[config.mk]
export PLATFORM = sky130hd
export DESIGN_NAME = mem_wb_arbiter_flat
export DESIGN_NICKNAME = d
export VERILOG_FILES = /design/src/rtl/mem_wb_arbiter_pkg.sv /design/src/rtl/mem_wb_arbiter_if.sv /design/src/rtl/mem_wb_arbiter_arb_rr2.sv /design/src/rtl/mem_wb_arbiter.sv /design/src/flat_wrapper.sv
export SDC_FILE = /design/constraint.sdc
export NUM_CORES = 1
export LEC_CHECK = 0
export CORE_UTILIZATION = 41
export DETAILED_ROUTE_END_ITERATION = 7
export GPL_ROUTABILITY_DRIVEN = 0
export MAX_ROUTING_LAYER = met4
export PLACE_DENSITY_LB_ADDON = 0.12
export RECOVER_POWER = 50
export SYNTH_ARGS = -nofsm -noshare
export SYNTH_HDL_FRONTEND = slang
export SYNTH_SLANG_ARGS = --single-unit
[constraint.sdc]
create_clock -name clk -period 4.9 [get_ports clk]
set_input_delay 0.735 -clock clk [delete_from_list [all_inputs] [get_ports clk]]
set_output_delay 0.735 -clock clk [all_outputs]
set_load 0.005 [all_outputs]
[src/rtl/mem_wb_arbiter_pkg.sv]
// Shared types and constants for the I/D memory arbiter.
package mem_wb_arbiter_pkg;

    typedef enum logic [1:0] {
        ST_IDLE  = 2'd0,
        ST_ISSUE = 2'd1,
        ST_RESP  = 2'd2,
        ST_ERR   = 2'd3
    } arb_state_t;

    localparam logic OWNER_I    = 1'b0;
    localparam logic OWNER_D    = 1'b1;
    localparam int   MEM_AW_DEF = 15;

    // Any address bit at or above the decoded window marks the access as out of range.
    function automatic logic addr_out_of_range(input logic [31:0] adr, input int unsigned aw);
        return (adr >> aw) != 32'd0;
    endfunction

endpackage

[src/rtl/mem_wb_arbiter_if.sv]
// Bus bundle between CPU fetch/load-store masters, the arbiter and the shared memory.
interface mem_wb_arbiter_if;
    logic [31:0] i_adr_i;
    logic        i_stb_i;
    logic [31:0] i_dat_o;
    logic        i_ack_o;
    logic        i_err_o;
    logic [31:0] d_adr_i;
    logic [31:0] d_dat_i;
    logic        d_we_i;
    logic        d_stb_i;
    logic [31:0] d_dat_o;
    logic        d_ack_o;
    logic        d_err_o;
    logic [31:0] s_adr_o;
    logic [31:0] s_dat_o;
    logic        s_we_o;
    logic        s_stb_o;
    logic [31:0] s_dat_i;
    logic        s_ack_i;
    logic        owner_o;

    // Arbiter side of the bundle.
    modport slave (
        input  i_adr_i, i_stb_i, d_adr_i, d_dat_i, d_we_i, d_stb_i, s_dat_i, s_ack_i,
        output i_dat_o, i_ack_o, i_err_o, d_dat_o, d_ack_o, d_err_o,
               s_adr_o, s_dat_o, s_we_o, s_stb_o, owner_o
    );

    // CPU masters and memory side of the bundle.
    modport master (
        output i_adr_i, i_stb_i, d_adr_i, d_dat_i, d_we_i, d_stb_i, s_dat_i, s_ack_i,
        input  i_dat_o, i_ack_o, i_err_o, d_dat_o, d_ack_o, d_err_o,
               s_adr_o, s_dat_o, s_we_o, s_stb_o, owner_o
    );
endinterface

[src/rtl/mem_wb_arbiter_arb_rr2.sv]
// Two-requester arbiter: bit 0 = fetch (I), bit 1 = load/store (D).
// gnt is only meaningful while some req bit is set.
module arb_rr2
    import mem_wb_arbiter_pkg::*;
(
    input  logic       clk,
    input  logic       rst,
    input  logic [1:0] req,
    input  logic       fixed_prio,
    input  logic       grant_en,
    output logic       gnt
);
    logic rr_last_q;
    logic rr_last_d;

    // Winner selection; on a conflict round-robin favours whoever did not win last.
    always_comb begin
        gnt       = OWNER_I;
        rr_last_d = rr_last_q;
        if (fixed_prio) begin
            gnt = req[1] ? OWNER_D : OWNER_I;
        end else if (&req) begin
            gnt = ~rr_last_q;
        end else begin
            gnt = req[1] ? OWNER_D : OWNER_I;
        end
        if (grant_en && (|req)) begin
            rr_last_d = gnt;
        end
    end

    // Last-winner history, starts as I so the first conflict goes to D.
    always_ff @(posedge clk or posedge rst) begin
        if (rst) rr_last_q <= OWNER_I;
        else     rr_last_q <= rr_last_d;
    end
endmodule

[src/rtl/mem_wb_arbiter.sv]
// Shares one registered-read memory between CPU fetch and load/store masters.
// One transaction in flight: IDLE -> ISSUE -> RESP -> IDLE, or IDLE -> ERR -> IDLE.
module mem_wb_arbiter
    import mem_wb_arbiter_pkg::*;
#(
    parameter int MEM_AW     = MEM_AW_DEF,
    parameter int FIXED_PRIO = 0
) (
    input logic              clk,
    input logic              rst,
    mem_wb_arbiter_if.slave  bus
);
    localparam logic FP = (FIXED_PRIO != 0);

    arb_state_t  state_q, state_d;
    logic        owner_q, owner_d;
    logic [31:0] adr_q, adr_d;
    logic [31:0] wdat_q, wdat_d;
    logic        we_q, we_d;
    logic        stb_q, stb_d;
    logic [31:0] i_dat_q, i_dat_d;
    logic [31:0] d_dat_q, d_dat_d;
    logic        i_ack_q, i_ack_d;
    logic        d_ack_q, d_ack_d;
    logic        i_err_q, i_err_d;
    logic        d_err_q, d_err_d;

    logic [1:0]  req;
    logic        gnt;
    logic        grant_en;
    logic [31:0] win_adr;

    assign req      = {bus.d_stb_i, bus.i_stb_i};
    assign grant_en = (state_q == ST_IDLE);
    assign win_adr  = (gnt == OWNER_D) ? bus.d_adr_i : bus.i_adr_i;

    arb_rr2 u_arb (
        .clk        (clk),
        .rst        (rst),
        .req        (req),
        .fixed_prio (FP),
        .grant_en   (grant_en),
        .gnt        (gnt)
    );

    // Next-state and registered-output computation for the transaction FSM.
    always_comb begin
        state_d = state_q;
        owner_d = owner_q;
        adr_d   = adr_q;
        wdat_d  = wdat_q;
        we_d    = we_q;
        stb_d   = stb_q;
        i_dat_d = i_dat_q;
        d_dat_d = d_dat_q;
        i_ack_d = 1'b0;
        d_ack_d = 1'b0;
        i_err_d = 1'b0;
        d_err_d = 1'b0;
        unique case (state_q)
            ST_IDLE: begin
                if (|req) begin
                    owner_d = gnt;
                    adr_d   = win_adr;
                    if (gnt == OWNER_D) wdat_d = bus.d_dat_i;
                    if (addr_out_of_range(win_adr, MEM_AW)) begin
                        state_d = ST_ERR;
                        we_d    = 1'b0;
                    end else begin
                        state_d = ST_ISSUE;
                        stb_d   = 1'b1;
                        we_d    = (gnt == OWNER_D) && bus.d_we_i;
                    end
                end
            end
            ST_ISSUE: begin
                if (bus.s_ack_i) begin
                    stb_d   = 1'b0;
                    state_d = ST_RESP;
                end
            end
            ST_RESP: begin
                // Memory data is valid this cycle; a master that withdrew gets no ack.
                if (owner_q == OWNER_D) begin
                    d_ack_d = bus.d_stb_i;
                    if (!we_q) d_dat_d = bus.s_dat_i;
                end else begin
                    i_ack_d = bus.i_stb_i;
                    i_dat_d = bus.s_dat_i;
                end
                we_d    = 1'b0;
                state_d = ST_IDLE;
            end
            ST_ERR: begin
                if (owner_q == OWNER_D) d_err_d = bus.d_stb_i;
                else                    i_err_d = bus.i_stb_i;
                state_d = ST_IDLE;
            end
            default: state_d = ST_IDLE;
        endcase
    end

    // State and output registers; reset also withdraws any in-flight strobe.
    always_ff @(posedge clk or posedge rst) begin
        if (rst) begin
            state_q <= ST_IDLE;
            owner_q <= OWNER_I;
            adr_q   <= '0;
            wdat_q  <= '0;
            we_q    <= 1'b0;
            stb_q   <= 1'b0;
            i_dat_q <= '0;
            d_dat_q <= '0;
            i_ack_q <= 1'b0;
            d_ack_q <= 1'b0;
            i_err_q <= 1'b0;
            d_err_q <= 1'b0;
        end else begin
            state_q <= state_d;
            owner_q <= owner_d;
            adr_q   <= adr_d;
            wdat_q  <= wdat_d;
            we_q    <= we_d;
            stb_q   <= stb_d;
            i_dat_q <= i_dat_d;
            d_dat_q <= d_dat_d;
            i_ack_q <= i_ack_d;
            d_ack_q <= d_ack_d;
            i_err_q <= i_err_d;
            d_err_q <= d_err_d;
        end
    end

    assign bus.s_adr_o = adr_q;
    assign bus.s_dat_o = wdat_q;
    assign bus.s_we_o  = we_q;
    assign bus.s_stb_o = stb_q;
    assign bus.i_dat_o = i_dat_q;
    assign bus.i_ack_o = i_ack_q;
    assign bus.i_err_o = i_err_q;
    assign bus.d_dat_o = d_dat_q;
    assign bus.d_ack_o = d_ack_q;
    assign bus.d_err_o = d_err_q;
    assign bus.owner_o = owner_q;
endmodule

[src/flat_wrapper.sv]
// flat-port wrapper written by rule: the top's interface ports become plain ports
module mem_wb_arbiter_flat import mem_wb_arbiter_pkg::*;
#(
    parameter int MEM_AW     = MEM_AW_DEF,
    parameter int FIXED_PRIO = 0
)
  (clk, rst, bus_i_adr_i, bus_i_stb_i, bus_d_adr_i, bus_d_dat_i, bus_d_we_i, bus_d_stb_i, bus_s_dat_i, bus_s_ack_i, bus_i_dat_o, bus_i_ack_o, bus_i_err_o, bus_d_dat_o, bus_d_ack_o, bus_d_err_o, bus_s_adr_o, bus_s_dat_o, bus_s_we_o, bus_s_stb_o, bus_owner_o);
  mem_wb_arbiter_if bus_i ();
  input logic clk;
  input logic rst;
  input wire logic [$bits(bus_i.i_adr_i)-1:0] bus_i_adr_i;
  input wire logic [$bits(bus_i.i_stb_i)-1:0] bus_i_stb_i;
  input wire logic [$bits(bus_i.d_adr_i)-1:0] bus_d_adr_i;
  input wire logic [$bits(bus_i.d_dat_i)-1:0] bus_d_dat_i;
  input wire logic [$bits(bus_i.d_we_i)-1:0] bus_d_we_i;
  input wire logic [$bits(bus_i.d_stb_i)-1:0] bus_d_stb_i;
  input wire logic [$bits(bus_i.s_dat_i)-1:0] bus_s_dat_i;
  input wire logic [$bits(bus_i.s_ack_i)-1:0] bus_s_ack_i;
  output wire logic [$bits(bus_i.i_dat_o)-1:0] bus_i_dat_o;
  output wire logic [$bits(bus_i.i_ack_o)-1:0] bus_i_ack_o;
  output wire logic [$bits(bus_i.i_err_o)-1:0] bus_i_err_o;
  output wire logic [$bits(bus_i.d_dat_o)-1:0] bus_d_dat_o;
  output wire logic [$bits(bus_i.d_ack_o)-1:0] bus_d_ack_o;
  output wire logic [$bits(bus_i.d_err_o)-1:0] bus_d_err_o;
  output wire logic [$bits(bus_i.s_adr_o)-1:0] bus_s_adr_o;
  output wire logic [$bits(bus_i.s_dat_o)-1:0] bus_s_dat_o;
  output wire logic [$bits(bus_i.s_we_o)-1:0] bus_s_we_o;
  output wire logic [$bits(bus_i.s_stb_o)-1:0] bus_s_stb_o;
  output wire logic [$bits(bus_i.owner_o)-1:0] bus_owner_o;
  assign bus_i.i_adr_i = bus_i_adr_i;
  assign bus_i.i_stb_i = bus_i_stb_i;
  assign bus_i.d_adr_i = bus_d_adr_i;
  assign bus_i.d_dat_i = bus_d_dat_i;
  assign bus_i.d_we_i = bus_d_we_i;
  assign bus_i.d_stb_i = bus_d_stb_i;
  assign bus_i.s_dat_i = bus_s_dat_i;
  assign bus_i.s_ack_i = bus_s_ack_i;
  assign bus_i_dat_o = bus_i.i_dat_o;
  assign bus_i_ack_o = bus_i.i_ack_o;
  assign bus_i_err_o = bus_i.i_err_o;
  assign bus_d_dat_o = bus_i.d_dat_o;
  assign bus_d_ack_o = bus_i.d_ack_o;
  assign bus_d_err_o = bus_i.d_err_o;
  assign bus_s_adr_o = bus_i.s_adr_o;
  assign bus_s_dat_o = bus_i.s_dat_o;
  assign bus_s_we_o = bus_i.s_we_o;
  assign bus_s_stb_o = bus_i.s_stb_o;
  assign bus_owner_o = bus_i.owner_o;
  mem_wb_arbiter #(.MEM_AW(MEM_AW), .FIXED_PRIO(FIXED_PRIO)) u_core (.clk(clk), .rst(rst), .bus(bus_i));
endmodule
==> flow_metrics.tcl <==
# metrics dict for downstream scripts
set metrics [dict create \
    firstDrtPassIters 4 \
    synth.area.mux_share_pct 25.6 \
    synth_nets 527 \
    maxCapViolCount 3 \
    cts_sinks 137 \
    p_seq_share_pct 34.9 \
    hp-start "u_core.bus.s_adr_o[11]" \
    tns_ns 0 \
    finalInstanceArea_um2 9020 \
    r2r_slack_ns 1.97 \
    power_sequential_mw 1.98 \
    synthArstFlopShare_pct 100 \
    path_class "input port to flop" \
    cts_tree "done" \
    post_cts_buffers 0 \
    area_growth_pct 65.1 \
    setup_ws_ns 1.84 \
    yosys_area_um2 5470 \
    slew_violations 177 \
    total_power_mw 5.68 \
    drt_iter0_markers 139 \
    min_period_over_period_pct 62.4 \
    synth-adder-area-share_pct 0 \
    critPathLaunch "bus_i_stb_i" \
    hold_slack_ns 0.474 \
    violations "capacitance limit, slew limit" \
    grt_pass1_wl_mm 23.3 \
    period_needed_ns 3.06 \
    grt.total_usage_pct 22.7 \
    seqCellArea_um2 3430 \
    grt_remaining_overflow 0 \
    worstMarginPinSlew_ns 2.28 \
    power_density_nw_per_um2 630 \
    avgSynthCellArea_um2 13.9 \
    routed_wl_mm 14.3 \
    worstPathMaxFanout 33 \
    combinationalPowerShare_pct 38.9 \
    cp.depth 5 \
    n_antenna_cell 0 \
    netlist_area_um2 5470 \
    cp-start-kind "input port" \
    switching_share_pct 26.6 \
    postRouteAntennaNets 0 \
    fp_util_pct 42.6 \
    pg_comb_mw 2.21 \
    required_ns 5.19 \
    postPlaceCellArea_um2 8330 \
    clkTransAtPathRegs_ns 0.06 \
    cts_resized 0 \
    ys_seq_share_pct 62.7 \
    grt.busiest_layer "met2" \
    post-place-ws_ns 2.13 \
    slew_headroom_pct -52.2 \
    htreeDepth 4 \
    use_met1_pct 25.1 \
    synth_flops 137 \
    postSynthCellCount 393 \
    ys_cells 393 \
    crit_chain "dlygate4sd3_1 -> a21boi_4 -> nand2_1 -> clkbuf_1 -> mux2_2" \
    power_leader "combinational logic" \
    status "complete, but fails checks" \
    ys.flop_type "dfrtp_1" \
    arrival_ns 3.35 \
    clock_path_buffers 2 \
    endpoint "u_core.bus.s_dat_o[15]" \
    rows 41 \
    n_all_buffers 273 \
    wl_met2_mm 7.44 \
    simple_gate_area_share_pct 5.65 \
    grt_setup_unrepaired "false" \
    pwr-share-clk_pct 26.2 \
    tap_cells 172 \
    hold_class "flop to flop" \
    top_cell "dfrtp_1" \
    ff2ff_path_depth 4 \
    top_layer_used "met4" \
    slowest_stage "clkbuf_1" \
    combGateArea_um2 1960 \
    sh_seq_area_pct 38.0 \
    area_leaders "dfrtp_1, mux2_2, mux2i_1" \
    hold_end "u_core.bus.s_adr_o[11]" \
    dp_cells 818 \
    fmax_mhz 327 \
    wl_per_cell_um 16.8 \
    ios 269 \
    antenna_found_initial 0 \
    comb_cells 234 \
    route.met3.wl_um 973 \
    place_hpwl_mm 10.4 \
    crit_buf_inv 2 \
    grt_pass1_vias 4516 \
    vias_per_cell 4.85 \
    xor_share_pct 0 \
    largest_cell_class "flip-flops and latches" \
    die-area_um2 13800 \
    lay_top_count "clkdlybuf4s50_1" \
    edf_count 0 \
    p_clk_mw 1.49 \
    num-nonclk-inverters 2 \
    cellLeakagePower_nw 3.83 \
    final_util_pct 70.4 \
    top_area_share_pct 62.7 \
    grt_util_met3_pct 6.78 \
    num_vias 4125 \
]
**Placement density heat map**

Scale: 3 px per um. 12 x 12 tiles, from white (low) to dark blue (high), 0 to 100% covered.
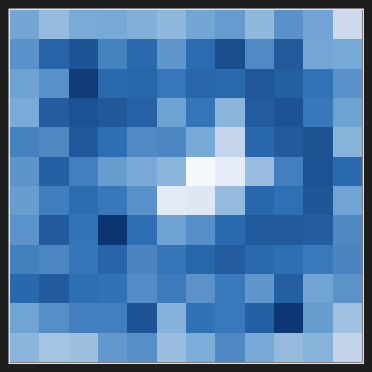
tiles over 75% full = 32%
emptiest ninth of the die = middle
mean over tiles = 64%

**Clock wiring as the flow saved it**

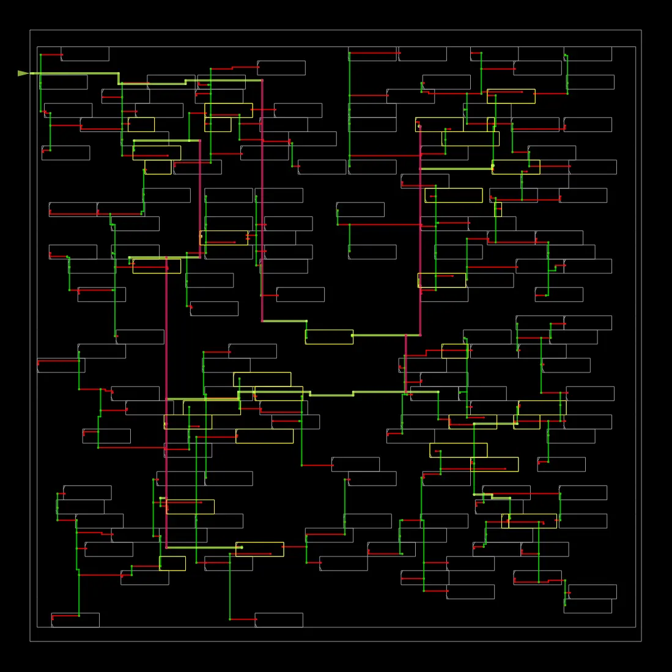
flop count: 137
clock buffer count: 26
CTS Buf Count: 17
skew final: 0.00572 ns
Late-Pin Clk Latency: 0.41 ns

**Routed metal, one color a layer**

Scale: 4 px per um.
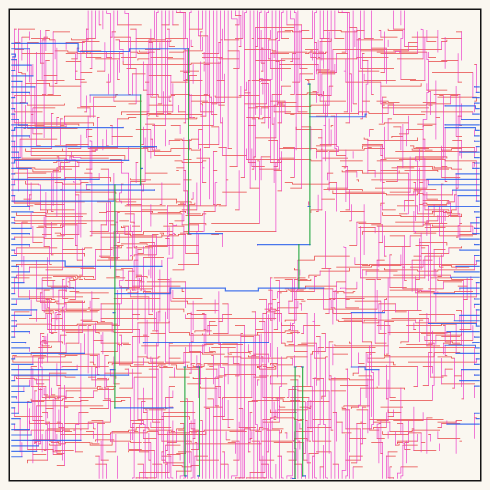
blue -> metal 3  # wire length 973 um
red -> metal 1  # wire length 5600 um
green -> metal 4  # wire length 285 um
magenta -> metal 2  # wire length 7440 um

**PDN straps and rails**

Scale: 3 px per um. Pins as bars on the die edge. Tap cells in gray.
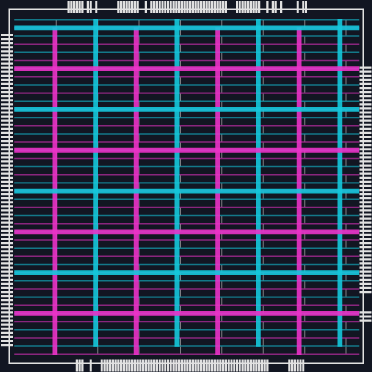
cyan -> VDD
magenta -> VSS
met5 straps = 8
tap cells = 172
die height: 117 um
chip width: 117 um
VDD IR max: 0.000297 V

Power and IR drop assume default switching activity.
